<file path="src/rtl/empu_gpio_ctrl.sv">
// empu_gpio_ctrl: bus-mapped GPIO with input synchroniser, edge/level interrupts and
// optional per-pin debounce, compiled in by defining GPIO_DEBOUNCE_EN.
`timescale 1ns/1ps
`default_nettype none

module empu_gpio_ctrl #(
  parameter int WIDTH           = 16,
  parameter int SYNC_STAGES     = 2,
  parameter int DEBOUNCE_CYCLES = 4
) (
  input  logic             sys_clk,
  input  logic             reset_n,
  input  logic             bus_wr,
  input  logic             bus_rd,
  input  logic [2:0]       bus_addr,
  input  logic [WIDTH-1:0] bus_wdata,
  output logic [WIDTH-1:0] bus_rdata,
  output logic             bus_rvalid,
  input  logic [WIDTH-1:0] gpio_i,
  output logic [WIDTH-1:0] gpio_o,
  output logic [WIDTH-1:0] gpio_oe,
  output logic             irq
);

  localparam logic [2:0] ADDR_DATA_IN    = 3'd0;
  localparam logic [2:0] ADDR_DATA_OUT   = 3'd1;
  localparam logic [2:0] ADDR_DIR        = 3'd2;
  localparam logic [2:0] ADDR_IRQ_EN     = 3'd3;
  localparam logic [2:0] ADDR_IRQ_TYPE   = 3'd4;
  localparam logic [2:0] ADDR_IRQ_POL    = 3'd5;
  localparam logic [2:0] ADDR_IRQ_STATUS = 3'd6;
  localparam logic [2:0] ADDR_OUT_TOGGLE = 3'd7;

`ifdef GPIO_DEBOUNCE_EN
  localparam bit DB_EN = 1'b1;
`else
  localparam bit DB_EN = 1'b0;
`endif

  // Cycles after reset until fin reflects the pads; detection is held off until then
  // and one more cycle so the edge history is seeded from real input data.
  localparam int SETTLE = SYNC_STAGES + (DB_EN ? DEBOUNCE_CYCLES : 0);
  localparam int SETTLE_W = $clog2(SETTLE + 2);
  localparam logic [SETTLE_W-1:0] SETTLE_DONE = SETTLE_W'(SETTLE + 1);

  logic [WIDTH-1:0]    sync_q [SYNC_STAGES];
  logic [WIDTH-1:0]    sync_out;
  logic [WIDTH-1:0]    fin;
  logic [WIDTH-1:0]    fin_prev_q;
  logic [SETTLE_W-1:0] settle_q;
  logic                armed;

  logic [WIDTH-1:0] data_out_q, data_out_d;
  logic [WIDTH-1:0] dir_q, irq_en_q, irq_type_q, irq_pol_q;
  logic [WIDTH-1:0] status_q, status_d;
  logic [WIDTH-1:0] set_evt, w1c, rdata_d;
  logic [WIDTH-1:0] bus_rdata_q;
  logic             bus_rvalid_q;
  logic             irq_q;

  always_ff @(posedge sys_clk or negedge reset_n) begin
    if (!reset_n) begin
      for (int s = 0; s < SYNC_STAGES; s++) sync_q[s] <= '0;
    end else begin
      sync_q[0] <= gpio_i;
      for (int s = 1; s < SYNC_STAGES; s++) sync_q[s] <= sync_q[s-1];
    end
  end

  assign sync_out = sync_q[SYNC_STAGES-1];

`ifdef GPIO_DEBOUNCE_EN
  for (genvar g = 0; g < WIDTH; g++) begin : g_debounce
    logic [7:0] cnt_q;
    logic       fin_bit_q;

    // Any sample equal to the accepted value restarts the stability count.
    always_ff @(posedge sys_clk or negedge reset_n) begin
      if (!reset_n) begin
        cnt_q     <= '0;
        fin_bit_q <= 1'b0;
      end else if (sync_out[g] != fin_bit_q) begin
        if (cnt_q == 8'(DEBOUNCE_CYCLES - 1)) begin
          fin_bit_q <= sync_out[g];
          cnt_q     <= '0;
        end else begin
          cnt_q <= cnt_q + 8'd1;
        end
      end else begin
        cnt_q <= '0;
      end
    end

    assign fin[g] = fin_bit_q;
  end
`else
  assign fin = sync_out;
`endif

  assign armed = (settle_q == SETTLE_DONE);

  always_comb begin
    set_evt = '0;
    if (armed) begin
      set_evt = (irq_type_q & ((irq_pol_q & fin & ~fin_prev_q) |
                               (~irq_pol_q & ~fin & fin_prev_q))) |
                (~irq_type_q & ~(fin ^ irq_pol_q));
    end
    w1c = (bus_wr && bus_addr == ADDR_IRQ_STATUS) ? bus_wdata : '0;
    // A set event in the same cycle as a clear wins.
    status_d = (status_q & ~w1c) | set_evt;

    data_out_d = data_out_q;
    if (bus_wr && bus_addr == ADDR_DATA_OUT) begin
      data_out_d = bus_wdata;
    end else if (bus_wr && bus_addr == ADDR_OUT_TOGGLE) begin
      data_out_d = data_out_q ^ bus_wdata;
    end

    rdata_d = '0;
    case (bus_addr)
      ADDR_DATA_IN:    rdata_d = fin;
      ADDR_DATA_OUT:   rdata_d = data_out_q;
      ADDR_DIR:        rdata_d = dir_q;
      ADDR_IRQ_EN:     rdata_d = irq_en_q;
      ADDR_IRQ_TYPE:   rdata_d = irq_type_q;
      ADDR_IRQ_POL:    rdata_d = irq_pol_q;
      ADDR_IRQ_STATUS: rdata_d = status_q;
      default:         rdata_d = '0;
    endcase
  end

  always_ff @(posedge sys_clk or negedge reset_n) begin
    if (!reset_n) begin
      data_out_q   <= '0;
      dir_q        <= '0;
      irq_en_q     <= '0;
      irq_type_q   <= '0;
      irq_pol_q    <= '0;
      status_q     <= '0;
      fin_prev_q   <= '0;
      settle_q     <= '0;
      bus_rdata_q  <= '0;
      bus_rvalid_q <= 1'b0;
      irq_q        <= 1'b0;
    end else begin
      data_out_q   <= data_out_d;
      status_q     <= status_d;
      fin_prev_q   <= fin;
      irq_q        <= |(status_q & irq_en_q);
      bus_rvalid_q <= bus_rd;
      if (bus_rd) bus_rdata_q <= rdata_d;
      if (!armed) settle_q <= settle_q + 1'b1;
      if (bus_wr) begin
        case (bus_addr)
          ADDR_DIR:      dir_q      <= bus_wdata;
          ADDR_IRQ_EN:   irq_en_q   <= bus_wdata;
          ADDR_IRQ_TYPE: irq_type_q <= bus_wdata;
          ADDR_IRQ_POL:  irq_pol_q  <= bus_wdata;
          default: ;
        endcase
      end
    end
  end

  assign gpio_o     = data_out_q;
  assign gpio_oe    = dir_q;
  assign bus_rdata  = bus_rdata_q;
  assign bus_rvalid = bus_rvalid_q;
  assign irq        = irq_q;

endmodule

`default_nettype wire

</file>
<file path="config.mk">
export PLATFORM = sky130hd
export DESIGN_NAME = empu_gpio_ctrl
export DESIGN_NICKNAME = d
export VERILOG_FILES = /design/src/rtl/empu_gpio_ctrl.sv
export SDC_FILE = /design/constraint.sdc
export NUM_CORES = 1
export LEC_CHECK = 0
export ABC_CLOCK_PERIOD_IN_PS = 2800
export CORE_MARGIN = 4
export CORE_UTILIZATION = 40
export DETAILED_ROUTE_END_ITERATION = 8
export PLACE_DENSITY = 0.61
export SYNTH_ARGS = -nofsm -noshare
export SYNTH_HDL_FRONTEND = slang
export SYNTH_SLANG_ARGS = --single-unit
</file>
<file path="constraint.sdc">
create_clock -name sys_clk -period 2.8 [get_ports sys_clk]
set_input_delay 0.56 -clock sys_clk [delete_from_list [all_inputs] [get_ports sys_clk]]
set_output_delay 0.56 -clock sys_clk [all_outputs]
set_load 0.02 [all_outputs]
</file>
==> results.yml, run 1 <==
# implementation run metrics
synthesis:
  synth_warnings: 0
  top_logic_kind: "multiplexers"
  top_cells_by_count: "dfrtp_1, mux2_2, nand2_1"
  synthTopCellsByArea: "dfrtp_1, mux2_2, ha_1"
  yosysUniqueCellTypes: 43
  postSynthSeqShare_pct: 53.69
  synth_flops: 164
  edf_count: 0
  synthXorXnorAreaFrac_pct: 1.948
  synth_area_per_cell_um2: 12.11
cts:
  cts_hold_buffers: 0
placement:
  place_ws_ns: 0.1518
  place.gp.congestion: 0.8236
  placed_area_um2: 8862
drt:
  wirelength_mm: 19.77
  drc: 0
finish:
  flop_area_um2: 4104
  utilization_pct: 50.43
worst_setup_path:
  path_buffers: 2
  critPathKind: "input port to flip-flop"
  critPathMaxFanout: 30
  max_stage_delay_ns: 0.53
  slowest_stage: "nor2_4"
  endpoint_kind: "flip-flop"
  critPathLaunch: "bus_addr[2]"
worst_hold_path:
  hold_class: "input port to asynchronous set/reset pin"
power_and_ir_drop:
  ir_worst_vdd_v: 0.0004122
  p_comb_share_pct: 24.2
  p_leak_nw: 4.146
  power.group.top: "sequential cells"
floorplan:
  coreArea_um2: 18770
  die_y_um: 146.2
  die_width_um: 146.2
status:
  outcome: "finished, final reports clean"
grt:
  gr-total-overflow: 0
final_timing:
  hold_slack_ns: 0.05080
  tns_ns: 0
run:
  maxCapViolCount: 0
-- run 1: layout make-up --
type	count	share of cell area, %
Clock buffer	19	4.680
Clock inverter	10	1.679
Inverter	47	1.864
Multi-Input combinational cell	389	33.51
Sequential cell	164	43.36
Tap cell	234	3.094
Timing Repair Buffer	110	11.81
-- run 1: routing by layer --
layer	vias to the layer above	track usage, %	share of wire, %
li1	2411	-	-
met1	2737	25.01	45
met2	148	31.65	50
met3	26	4.469	4.3
met4	0	5.597	1.5
met5	-	0	0
-- run 1: layout by cell type (no fill, tap or decap), types with 15 or more instances in the layout --
cell	count
dfrtp_1	164
mux2_2	99
clkdlybuf4s50_1	86
nand2_1	71
inv_1	47
ha_1	33
a22o_1	22
a21oi_1	17
clkbuf_16	17
o21ai_0	16
xor2_1	16
buf_4	16
a22oi_1	15
Run 1, metal 3:
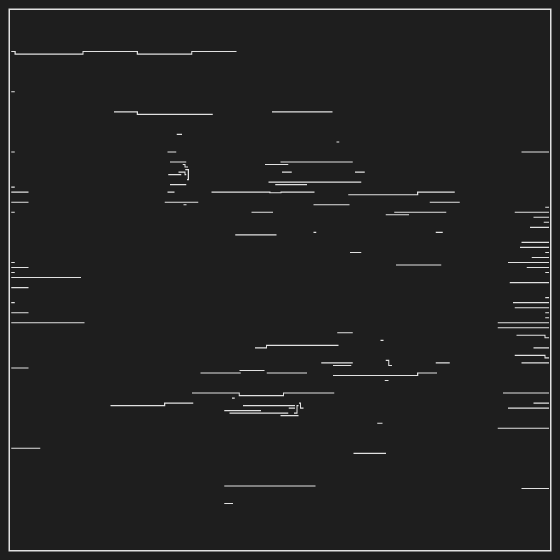
longest straight run = 24.8 um
wire length on this layer = 858 um

Run 1, sizing map:
The bar under the picture is 50 um long.
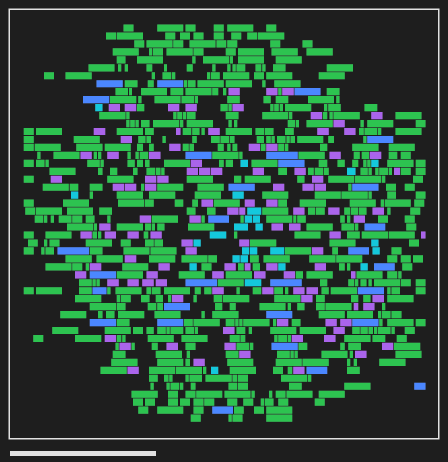
_0 and _1 cells -> green  # cells 576, share 78%
_6 and larger -> blue  # cells 29, share 3.9%
_2 cells -> purple  # cells 109, share 15%
_3 and _4 cells -> cyan  # cells 25, share 3.4%
Buffers excl. clock: 110
area grow syn2layout: 23.82%
cell area after layout: 9464 um^2

Run 1, clock network drawn from the DEF:
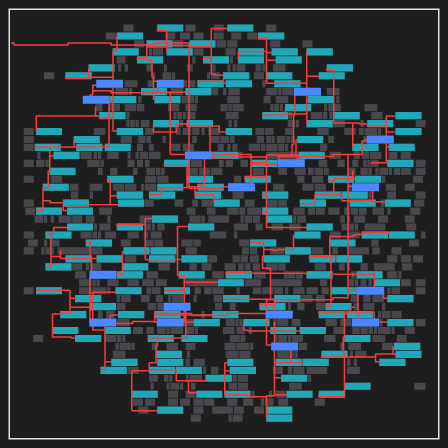
clock wires -> red  # length 2050 um
flip-flops -> cyan  # count 164
clock drivers -> blue  # count 17
flops lie = all over the die
Clk. pwr: 2.42 mW
clk latency late pin: 0.42 ns
Clk network pwr share: 32.8%
clk_skew: 0.008781 ns

Run 1, wire density map:
The die is cut into 29 by 29 equal tiles; dark blue is low, red is high, scaled to the fullest tile. Values are wire area over tile area, all layers added.
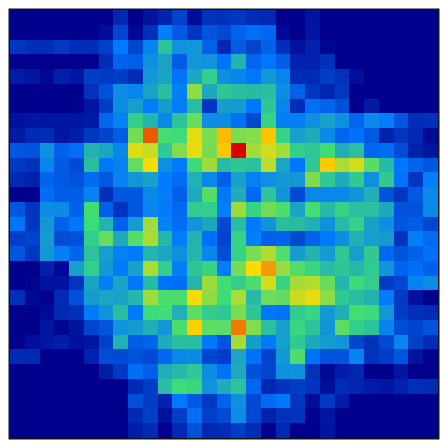

--- run 2 (diff from run 1) ---
- ABC_CLOCK_PERIOD_IN_PS: 2800 -> 2050
- PLACE_DENSITY: 0.61 -> 0.64
- clock period: 2.8 -> 2.05 ns (I/O delays scaled with it)
Run 2, wire density map:
The die is cut into 29 by 29 equal tiles; dark blue is low, red is high, scaled to the fullest tile. Values are wire area over tile area, all layers added.
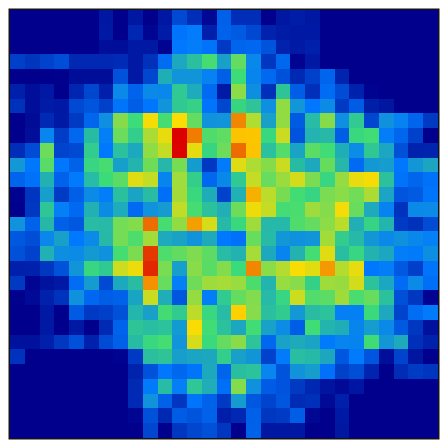
tiles over half the peak = 19%
fullest tile = 0.54
mean over tiles = 0.14
emptiest ninth of the die = lower left
nearly empty tiles = 21%

Run 2, cell outlines without signal wires:
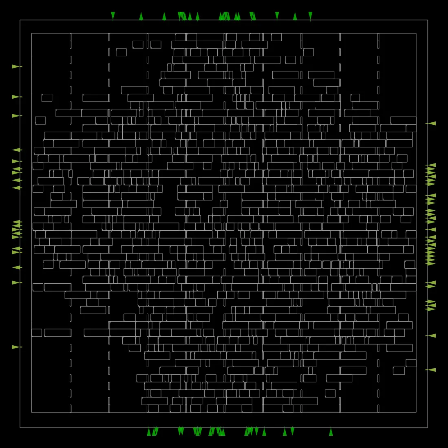
Seq cells: 164
post-layout util: 51.97%
total core area: 18770 um^2
Rows: 50
sequential share of cell area: 42.08%

==> results.yml, run 2 <==
# implementation run metrics
status:
  outcome: "finished, final reports clean"
power_and_ir_drop:
  ir_worst_vdd_v: 0.0006020
  p_leak_nw: 4.332
  power_mw: 10.04
finish:
  flop_area_um2: 4104
  mostFrequentLayoutCells: "dfrtp_1, mux2_2, clkdlybuf4s50_1, nand2_1, buf_4"
  syn2layout_area_growth_pct: 27.60
  layout.cells.most_common: "dfrtp_1"
  comb_share_pct: 32.52
  final_cell_area_um2: 9753
  logic_gates: 389
  final_nets: 838
  buffer_area_share_pct: 14.46
  nClkBuffers: 19
worst_setup_path:
  critPathMaxFanout: 2
  slowest_stage: "clkdlybuf4s50_1"
  max_stage_delay_ns: 0.64
  critPathLaunch: "bus_rdata[3]$_DFFE_PN0P_"
  path_buffers: 1
  critPathKind: "flip-flop to output port"
grt:
  gr-usage-met2_pct: 32.09
  use_met3_pct: 4.469
  grt.busiest_layer: "met2"
  grt_util_met1_pct: 24.88
  gr-total-overflow: 0
drt:
  highest_layer: "met4"
  wl_met1_mm: 8.653
  wirelength_mm: 19.88
  drc: 0
  met3WireLength_um: 935
  wl_met2_mm: 10.02
placement:
  place_ws_ns: -0.1510
  place.gp.congestion: 0.8560
  placed_area_um2: 9145
synthesis:
  yosysUniqueCellTypes: 43
  synthTopCellsByArea: "dfrtp_1, mux2_2, ha_1"
  top_cells_by_count: "dfrtp_1, mux2_2, nand2_1"
  synth_flops: 164
  postSynthSeqShare_pct: 53.69
  edf_count: 0
floorplan:
  die_y_um: 146.2
  die_width_um: 146.2
  taps: 234
final_timing:
  tns_ns: 0
  hold_slack_ns: 0.3481
  fin_skew_ns: 0.007004
run:
  maxCapViolCount: 0
## run 2: timing repair
| action | 4_1_cts | 5_1_grt |
|---|---|---|
| setup endpoints to repair | 0 | 0 |
| hold buffers | 1 | 0 |
| hold endpoints to repair | 31 | 0 |
| buffers inserted | 0 | 0 |
## run 2: logic make-up (layout without fill, tap and decap cells)
family,after synthesis,after routing,synth area share [%]
adders and majority gates,33,33,5.402
buffers and inverters,78,226,4.813
xor gates and xnor gates,17,17,1.948
DFF,164,164,53.69
and+or+nand+nor,106,106,6.728
muxes,106,106,15.50
AOI/OAI and AO/OA,127,127,11.92
## run 2: where the power goes
| group | internal (mW) | switching [mW] |
|---|---|---|
| registers | 3.80 | 0.540 |
| logic | 1.30 | 1.19 |
| clock network | 1.87 | 1.34 |
Run 2, metal 3:
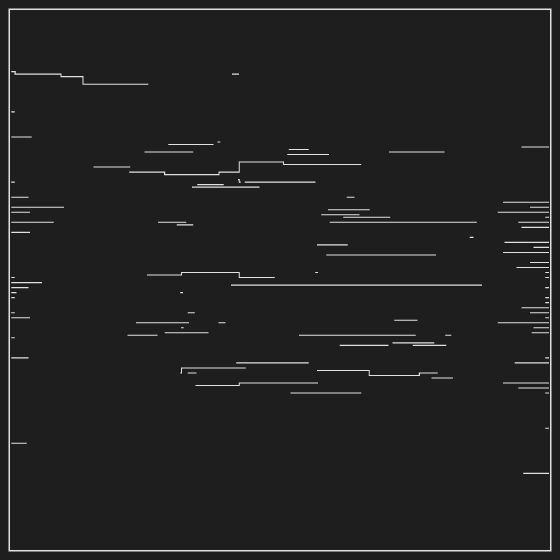

--- run 3 (diff from run 2) ---
- ABC_CLOCK_PERIOD_IN_PS: 2050 -> 2250
- PLACE_DENSITY: 0.64 -> 0.61
- clock period: 2.05 -> 2.25 ns (I/O delays scaled with it)
Run 3, metal 3:
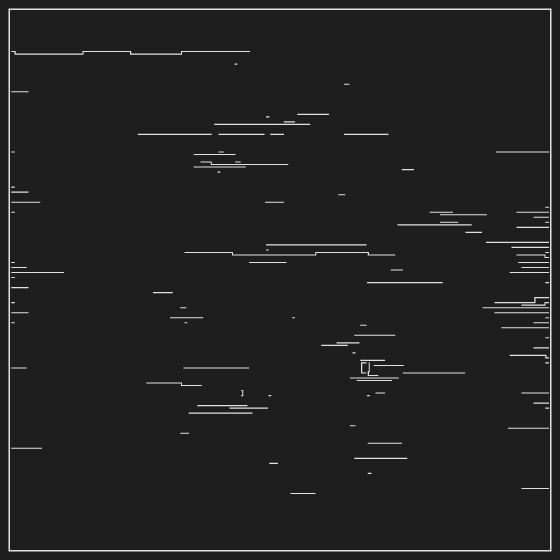
nets with wire on the layer = 81
wire length on this layer = 877 um
longest straight run = 26.9 um
share of all routed wire = 4.4%
GR Util met3: 3.507%
detailed-route via count: 5368
DRT Wirelength: 20.00 mm

==> results.yml, run 3 <==
# implementation run metrics
status:
  outcome: "finished, final reports clean"
drt:
  wl_met2_mm: 9.511
  wl_met1_mm: 9.179
  highest_layer: "met4"
finish:
  final_nets: 827
  nNonClkBuffers: 136
  inverters: 47
  largest_class: "sequential cells"
  nClkBuffers: 21
  logic_gates: 389
  syn2layout_area_growth_pct: 26.98
  utilization_pct: 51.71
  final_cell_area_um2: 9706
  mostFrequentLayoutCells: "dfrtp_1, mux2_2, clkdlybuf4s50_1, nand2_1, inv_1"
final_timing:
  hold_slack_ns: 0.3442
  tns_ns: 0
worst_setup_path:
  max_stage_delay_ns: 0.63
  path_buffers: 1
  critPathMaxFanout: 3
  slowest_stage: "clkdlybuf4s50_1"
synthesis:
  synthTopCellsByArea: "dfrtp_1, mux2_2, ha_1"
  edf_count: 0
  ys_sh_mux_pct: 15.50
  synthXorXnorAreaFrac_pct: 1.948
  yosysUniqueCellTypes: 43
  top_cells_by_count: "dfrtp_1, mux2_2, nand2_1"
floorplan:
  coreArea_um2: 18770
  fp-row-count: 50
cts:
  postCtsSetupBuffers: 0
  clock_latency_ns: 0.43
run:
  maxCapViolCount: 0
grt:
  grt_util_met1_pct: 26.46
  grt.busiest_layer: "met2"
  gr-usage-met2_pct: 31.26
worst_hold_path:
  hold_class: "flip-flop to flip-flop"
power_and_ir_drop:
  power_mw: 9.352
Run 3, wire density map:
The die is cut into 29 by 29 equal tiles; dark blue is low, red is high, scaled to the fullest tile. Values are wire area over tile area, all layers added.
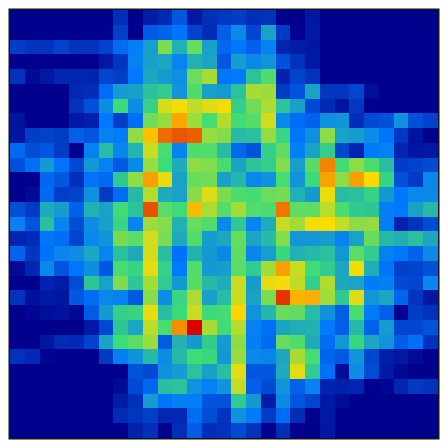
fullest tile = 0.55
tiles over half the peak = 19%
densest ninth of the die = center
emptiest ninth of the die = upper right
nearly empty tiles = 21%
mean over tiles = 0.15

-- run 3: cell count changes in the layout (fill, tap and decap cells not counted) --
cell and change:
buf_4 -10, inv_6 -5, clkinv_4 +3, bufinv_16 +2, buf_12 -1, clkbuf_1 +1
clkbuf_8 +1, clkinv_2 -1, clkinvlp_4 -1
-- run 3: cell families (layout without fill, tap and decap cells) --
kind of cell,Yosys count,in the layout
compound gates,127,127
xor+xnor,17,17
fa+ha+maj,33,33
buf+inv,78,215
flops,164,164
mux,106,106
simple gates,106,106
-- run 3: power breakdown --
group	leakage [nW]	internal, mW	switching (mW)	total [mW]
logic	2.08	1.17	1.08	2.25
clock network	0.309	1.95	1.19	3.14
registers	1.90	3.47	0.492	3.96
-- run 3: timing repair --
item	in CTS	in global routing
endpoints found under the setup margin	0	0
hold endpoints to repair	41	0
hold buffers	1	0
Power is estimated from default activity; no workload was simulated.
